<file path="config.mk">
export PLATFORM = sky130hd
export DESIGN_NAME = phase_freq_detector_meas
export DESIGN_NICKNAME = d
export VERILOG_FILES = /design/src/rtl/phase_freq_detector_meas.sv
export SDC_FILE = /design/constraint.sdc
export NUM_CORES = 1
export LEC_CHECK = 0
export CAP_MARGIN = 10
export CORE_MARGIN = 3
export CORE_UTILIZATION = 55
export CTS_CLUSTER_DIAMETER = 200
export DETAILED_ROUTE_END_ITERATION = 6
export GPL_TIMING_DRIVEN = 0
export PLACE_DENSITY = 0.77
export SYNTH_ARGS = -nofsm -noshare
export SYNTH_HDL_FRONTEND = slang
export SYNTH_SLANG_ARGS = --single-unit
</file>
<file path="constraint.sdc">
create_clock -name clk_i -period 5 [get_ports clk_i]
set_input_delay 1.25 -clock clk_i [delete_from_list [all_inputs] [get_ports clk_i]]
set_output_delay 1.25 -clock clk_i [all_outputs]
set_load 0.1 [all_outputs]
</file>
<file path="src/rtl/phase_freq_detector_meas.sv">
// phase_freq_detector_meas
//   Phase/frequency detector for the PLL loop. Synchronises the reference (A)
//   and feedback (B) inputs, finds their rising edges and measures how many
//   clk_i cycles separate them. The signed result, slip and lock status go
//   to the digital loop filter.
//
// Ports
//   clk_i         system clock, all logic on the rising edge
//   reset_i       synchronous active-low reset
//   enable_i      measurement enable (synchronisers keep running when low)
//   signalA_i     reference input, asynchronous
//   signalB_i     feedback input, asynchronous
//   forwarding_o  A has risen and B is awaited
//   slowing_o     B has risen and A is awaited
//   phase_err_o   signed edge separation, positive = A leads, saturates at +/-MAX
//   err_valid_o   one-cycle strobe for a new phase_err_o
//   slip_o        one-cycle strobe: the leading input rose twice
//   locked_o      LOCK_CNT consecutive in-tolerance results seen

// Per-input synchroniser plus rising-edge detector.
module pfd_edge_lane #(
  parameter int SYNC_STAGES = 2
) (
  input  logic clk_i,
  input  logic reset_i,
  input  logic sig_i,
  output logic rise_o
);

  logic [SYNC_STAGES-1:0] sync_q;
  logic                   dly_q;

  always_ff @(posedge clk_i) begin
    if (!reset_i) begin
      sync_q <= '0;
      dly_q  <= 1'b0;
    end else begin
      // Shift form works for SYNC_STAGES == 1 as well.
      sync_q <= (sync_q << 1) | SYNC_STAGES'(sig_i);
      dly_q  <= sync_q[SYNC_STAGES-1];
    end
  end

  assign rise_o = sync_q[SYNC_STAGES-1] & ~dly_q;

endmodule

module phase_freq_detector_meas #(
  parameter int ERR_W       = 8,
  parameter int SYNC_STAGES = 2,
  parameter int LOCK_TOL    = 2,
  parameter int LOCK_CNT    = 16
) (
  input  logic                    clk_i,
  input  logic                    reset_i,
  input  logic                    enable_i,
  input  logic                    signalA_i,
  input  logic                    signalB_i,
  output logic                    forwarding_o,
  output logic                    slowing_o,
  output logic signed [ERR_W-1:0] phase_err_o,
  output logic                    err_valid_o,
  output logic                    slip_o,
  output logic                    locked_o
);

  localparam int NUM_LANES = 2;
  localparam int CNT_W     = ERR_W - 1;
  localparam int GOOD_W    = $clog2(LOCK_CNT + 1);

  // All-ones in CNT_W bits is exactly MAX = 2^(ERR_W-1)-1, so the count
  // can never reach -2^(ERR_W-1) when negated.
  localparam logic [CNT_W-1:0]  MAX_CNT   = '1;
  localparam logic [CNT_W-1:0]  TOL       = CNT_W'(LOCK_TOL);
  localparam logic [GOOD_W-1:0] LOCK_FULL = GOOD_W'(LOCK_CNT);

  typedef enum logic [1:0] {IDLE = 2'd0, A_LEAD = 2'd1, B_LEAD = 2'd2} state_t;

  // Lane 0 = A (reference), lane 1 = B (feedback).
  logic [NUM_LANES-1:0] sig_in;
  logic [NUM_LANES-1:0] rise;
  logic                 rise_a;
  logic                 rise_b;

  assign sig_in = {signalB_i, signalA_i};
  assign rise_a = rise[0];
  assign rise_b = rise[1];

  for (genvar l = 0; l < NUM_LANES; l++) begin : g_lane
    pfd_edge_lane #(.SYNC_STAGES(SYNC_STAGES)) u_lane (
      .clk_i  (clk_i),
      .reset_i(reset_i),
      .sig_i  (sig_in[l]),
      .rise_o (rise[l])
    );
  end

  state_t                  state_q, state_d;
  logic [CNT_W-1:0]        cnt_q, cnt_d, cnt_inc;
  logic [GOOD_W-1:0]       good_q, good_inc;
  logic                    ev_vld;
  logic                    ev_slip;
  logic                    ev_in_tol;
  logic signed [ERR_W-1:0] ev_err;

  assign cnt_inc  = (cnt_q == MAX_CNT) ? MAX_CNT : cnt_q + CNT_W'(1);
  assign good_inc = (good_q == LOCK_FULL) ? LOCK_FULL : good_q + GOOD_W'(1);

  // Next-state and measurement decode. ev_* describe the result that is
  // registered onto the outputs at the coming edge.
  always_comb begin
    state_d   = state_q;
    cnt_d     = cnt_q;
    ev_vld    = 1'b0;
    ev_slip   = 1'b0;
    ev_in_tol = 1'b0;
    ev_err    = '0;
    unique case (state_q)
      IDLE: begin
        if (rise_a && rise_b) begin
          ev_vld    = 1'b1;
          ev_in_tol = 1'b1;
        end else if (rise_a) begin
          state_d = A_LEAD;
          cnt_d   = CNT_W'(1);
        end else if (rise_b) begin
          state_d = B_LEAD;
          cnt_d   = CNT_W'(1);
        end
      end
      A_LEAD: begin
        if (rise_b) begin
          ev_vld    = 1'b1;
          ev_err    = {1'b0, cnt_q};
          ev_in_tol = (cnt_q <= TOL);
          // A rising together with the closing B starts the next measurement.
          if (rise_a) begin
            cnt_d = CNT_W'(1);
          end else begin
            state_d = IDLE;
            cnt_d   = '0;
          end
        end else if (rise_a) begin
          ev_vld  = 1'b1;
          ev_slip = 1'b1;
          ev_err  = {1'b0, MAX_CNT};
          cnt_d   = CNT_W'(1);
        end else begin
          cnt_d = cnt_inc;
        end
      end
      B_LEAD: begin
        if (rise_a) begin
          ev_vld    = 1'b1;
          ev_err    = -$signed({1'b0, cnt_q});
          ev_in_tol = (cnt_q <= TOL);
          if (rise_b) begin
            cnt_d = CNT_W'(1);
          end else begin
            state_d = IDLE;
            cnt_d   = '0;
          end
        end else if (rise_b) begin
          ev_vld  = 1'b1;
          ev_slip = 1'b1;
          ev_err  = -$signed({1'b0, MAX_CNT});
          cnt_d   = CNT_W'(1);
        end else begin
          cnt_d = cnt_inc;
        end
      end
      default: begin
        state_d = IDLE;
        cnt_d   = '0;
      end
    endcase
    if (!enable_i) begin
      state_d = IDLE;
      cnt_d   = '0;
      ev_vld  = 1'b0;
      ev_slip = 1'b0;
    end
  end

  always_ff @(posedge clk_i) begin
    if (!reset_i) begin
      state_q      <= IDLE;
      cnt_q        <= '0;
      good_q       <= '0;
      forwarding_o <= 1'b0;
      slowing_o    <= 1'b0;
      phase_err_o  <= '0;
      err_valid_o  <= 1'b0;
      slip_o       <= 1'b0;
      locked_o     <= 1'b0;
    end else begin
      state_q      <= state_d;
      cnt_q        <= cnt_d;
      forwarding_o <= (state_d == A_LEAD);
      slowing_o    <= (state_d == B_LEAD);
      err_valid_o  <= ev_vld;
      slip_o       <= ev_slip;
      if (ev_vld) phase_err_o <= ev_err;
      // Lock tracks the result being strobed out, so locked_o changes in
      // the same cycle as the err_valid_o that decides it.
      if (!enable_i) begin
        good_q   <= '0;
        locked_o <= 1'b0;
      end else if (ev_vld) begin
        if (ev_in_tol && !ev_slip) begin
          good_q   <= good_inc;
          locked_o <= (good_inc == LOCK_FULL);
        end else begin
          good_q   <= '0;
          locked_o <= 1'b0;
        end
      end
    end
  end

endmodule

</file>
### Floorplan with the power grid

Pins as bars on the die edge.
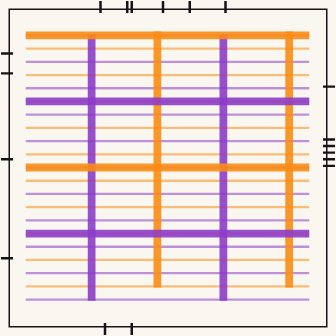
Purple is VSS. Orange is VDD.
4 straps on met4. The core has 20 rows. 18 signal pins sit on the boundary.
die y size: 65.1 µm
core area: 3180 µm²

==> summary.txt <==
flow finished, numbers: Clock Skew 0.00872 ns, # port buffers 17, Clk. pwr 0.000173 W, worst r2r src state_q[1], Routed Antenna Nets 0, hold path start g_lane[1].u_lane.sync_q[0], met3 Resource Use GR 0.0503, Setup crit start phase_err_o[0], distinct lib cells 53, via count 1,843, Top Layout Cells dfxtp_1, nand2_1, clkdlybuf4s50_1, ys async rst share 0, r2r setup slk 2.88 ns, Post-Route WL 4590 µm, Core Density at Floorplan 0.604, busiest grt layer met2, Synth Flop Type dfxtp_1, Startpoint Class register, clock share of power 0.358, setup violators final 0, Worst Setup EP phase_err_o[0], Via density 6.02, post-cts gate resize count 0, cts hold-fix bufs 0, drt first pass iters 6, FF+latch count, synth 33, YS warnings 0, Final min period 3.08 ns, Slew Limit Fails 0, Critical Path Stages 1, slowest CP cell clkdlybuf4s50_1, Area Overhead vs Synth 15.4%, pin count of the biggest net entering global routing 11, routed length on met1 2080 µm, total global-route track usage 0.241, status finished clean, clk root buf clkbuf_4, Placer Congestion 0.916, clk sink count 33, switching share of power 0.247, seq pwr approximately 0.00027 W, area of the mapped netlist 1920 µm², DRC Markers 0, Worst path max stage delay 1.13 ns, WP buf/inv 1, global route overflow 0, postcts setup bufs 0, net count after synthesis between 200 and 300, Syn Area/Cell 8.10 µm², Slew headroom 0.352, Max Root-Sink Buffers 2, Post-Syn Instances 237, maximum clock frequency 325 MHz, Avg WL per Cell about 15 µm, Hold Vio Cnt, Final 0, hpwl dp 3330 µm, Rows 20, grt met1 use 0.338, number of global-route vias before repair around 1.7k, sw power between 0.0001 and 0.00015 W, chip area 4230 µm², cells on worst reg2reg path 7, Worst Path Max Fanout 2, dominant power group registers, HP Class reg -> reg, DRT iter0 DRCs 179, met2 routed WL 2130 µm, RSZ-0062 raised after global routing false, yosys cell count 237, top routing layer used met4, Max IR drop VDD 0.163 mV, layout cells sized above 1 0.0649, Crit Path Class reg -> out, Top cell excl fill/tap dfxtp_1, Int Power 0.000362 W, initial antenna violation count 0, leakage around 0.76 nW, hold depth 1, Worst EP arrival 1.83 ns, Largest register FFs 8, Worst EP required 3.75 ns, Ports 18, diodes inserted 0, Largest Register phase_err_o, sequential power share 0.556, H-tree levels 2, top flop regs phase_err_o x8, cnt_q x7, good_q x5, Synth Seq Share 0.344, Clk pin slew, worst setup/hold paths 0.10 ns, Num CTS Buffers 5, Final nets 275, number of synthesized flops with an enable pin 0, Slew @ Worst Pin 0.968 ns, P_comb slightly above 0.00004 W, crit-path cells clkdlybuf4s50_1, critical path's top delay family buffers and inverters, max capacitance violation total 0, met3 WL post-DR roughly 320 µm, reg2reg end good_q[2], CTS tree built, Endpoint, Worst Hold g_lane[1].u_lane.sync_q[1], FILL cells 287, Placement Setup Slack 1.78 ns
### Cell classes on the final placement

Bar = 20 µm.
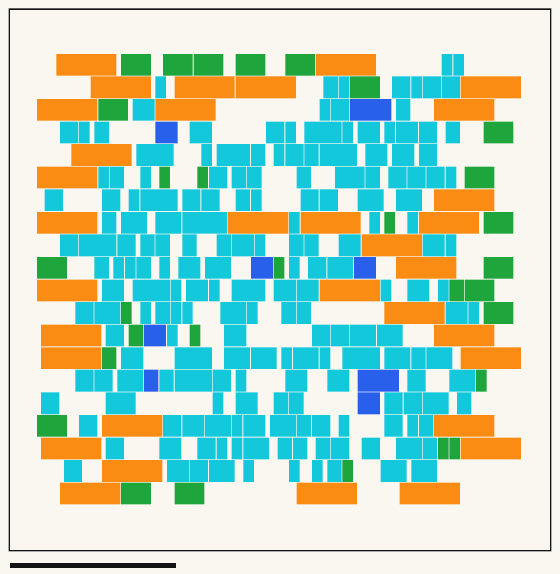
Green is other buffers and delay cells, cells 30. Orange is flip-flops, cells 33. Cyan is all other logic, cells 191. Blue is clock drivers and dummy loads, cells 8.

==> layout make-up <==
type                            count  area (µm²)  share of cell area
Buffer                             13        52.6              0.0237
Clock buffer                        7        65.1              0.0294
Clock inverter                      1        5.00             0.00226
Inverter                           14        52.6              0.0237
Multi-Input combinational cell    177        1150               0.521
Sequential cell                    33         661               0.298
Tap cell                           44        55.1              0.0249
Timing Repair Buffer               17         170              0.0768
==> synthesized netlist by cell type, types with 3 or more instances <==
cell type  number  share of area
o21ai_1         4          0.010
inv_1          14          0.027
nand2_1        20          0.039
o22ai_1         6          0.020
dfxtp_1        33           0.34
buf_2           3         0.0078
a22o_1          4          0.018
o21ai_0         7          0.018
and2_1          7          0.023
a31oi_1         3         0.0098
nor3_1          7          0.018
ha_1            9          0.059
clkbuf_1       10          0.020
and3_1          4          0.013
nor2b_1         6          0.020
a22oi_1         5          0.020
nor2_1         14          0.027
a21boi_1        4          0.016
nand2b_1        5          0.016
nand3_1         6          0.016
a21oi_1        12          0.031
nand4_1        10          0.033
nor3b_1         3          0.012
==> logic make-up after synthesis <==
family | count (synthesis) | share of synthesized area
AND/OR/NAND/NOR | 96 | 0.280
AND-OR/OR-AND | 71 | 0.258
buffers and inverters | 27 | 0.0548
adder cells (fa/ha/maj) | 9 | 0.0587
flip-flops | 33 | 0.344
XOR/XNOR | 1 | 0.00456
==> through the flow <==
step / util / cells / power (W) / instance area (µm²)
floorplan: - / 237 / 0.000302 / 1920
global placement: 0.675 / 298 / 0.000314 / 2140
detailed placement: 0.675 / 298 / 0.000314 / 2140
CTS: 0.697 / 306 / 0.000485 / 2210
global route: 0.697 / 306 / 0.000501 / 2210
finish: 0.697 / 306 / 0.000482 / 2210
No activity file was given, so power comes from the tool's default toggle rates.
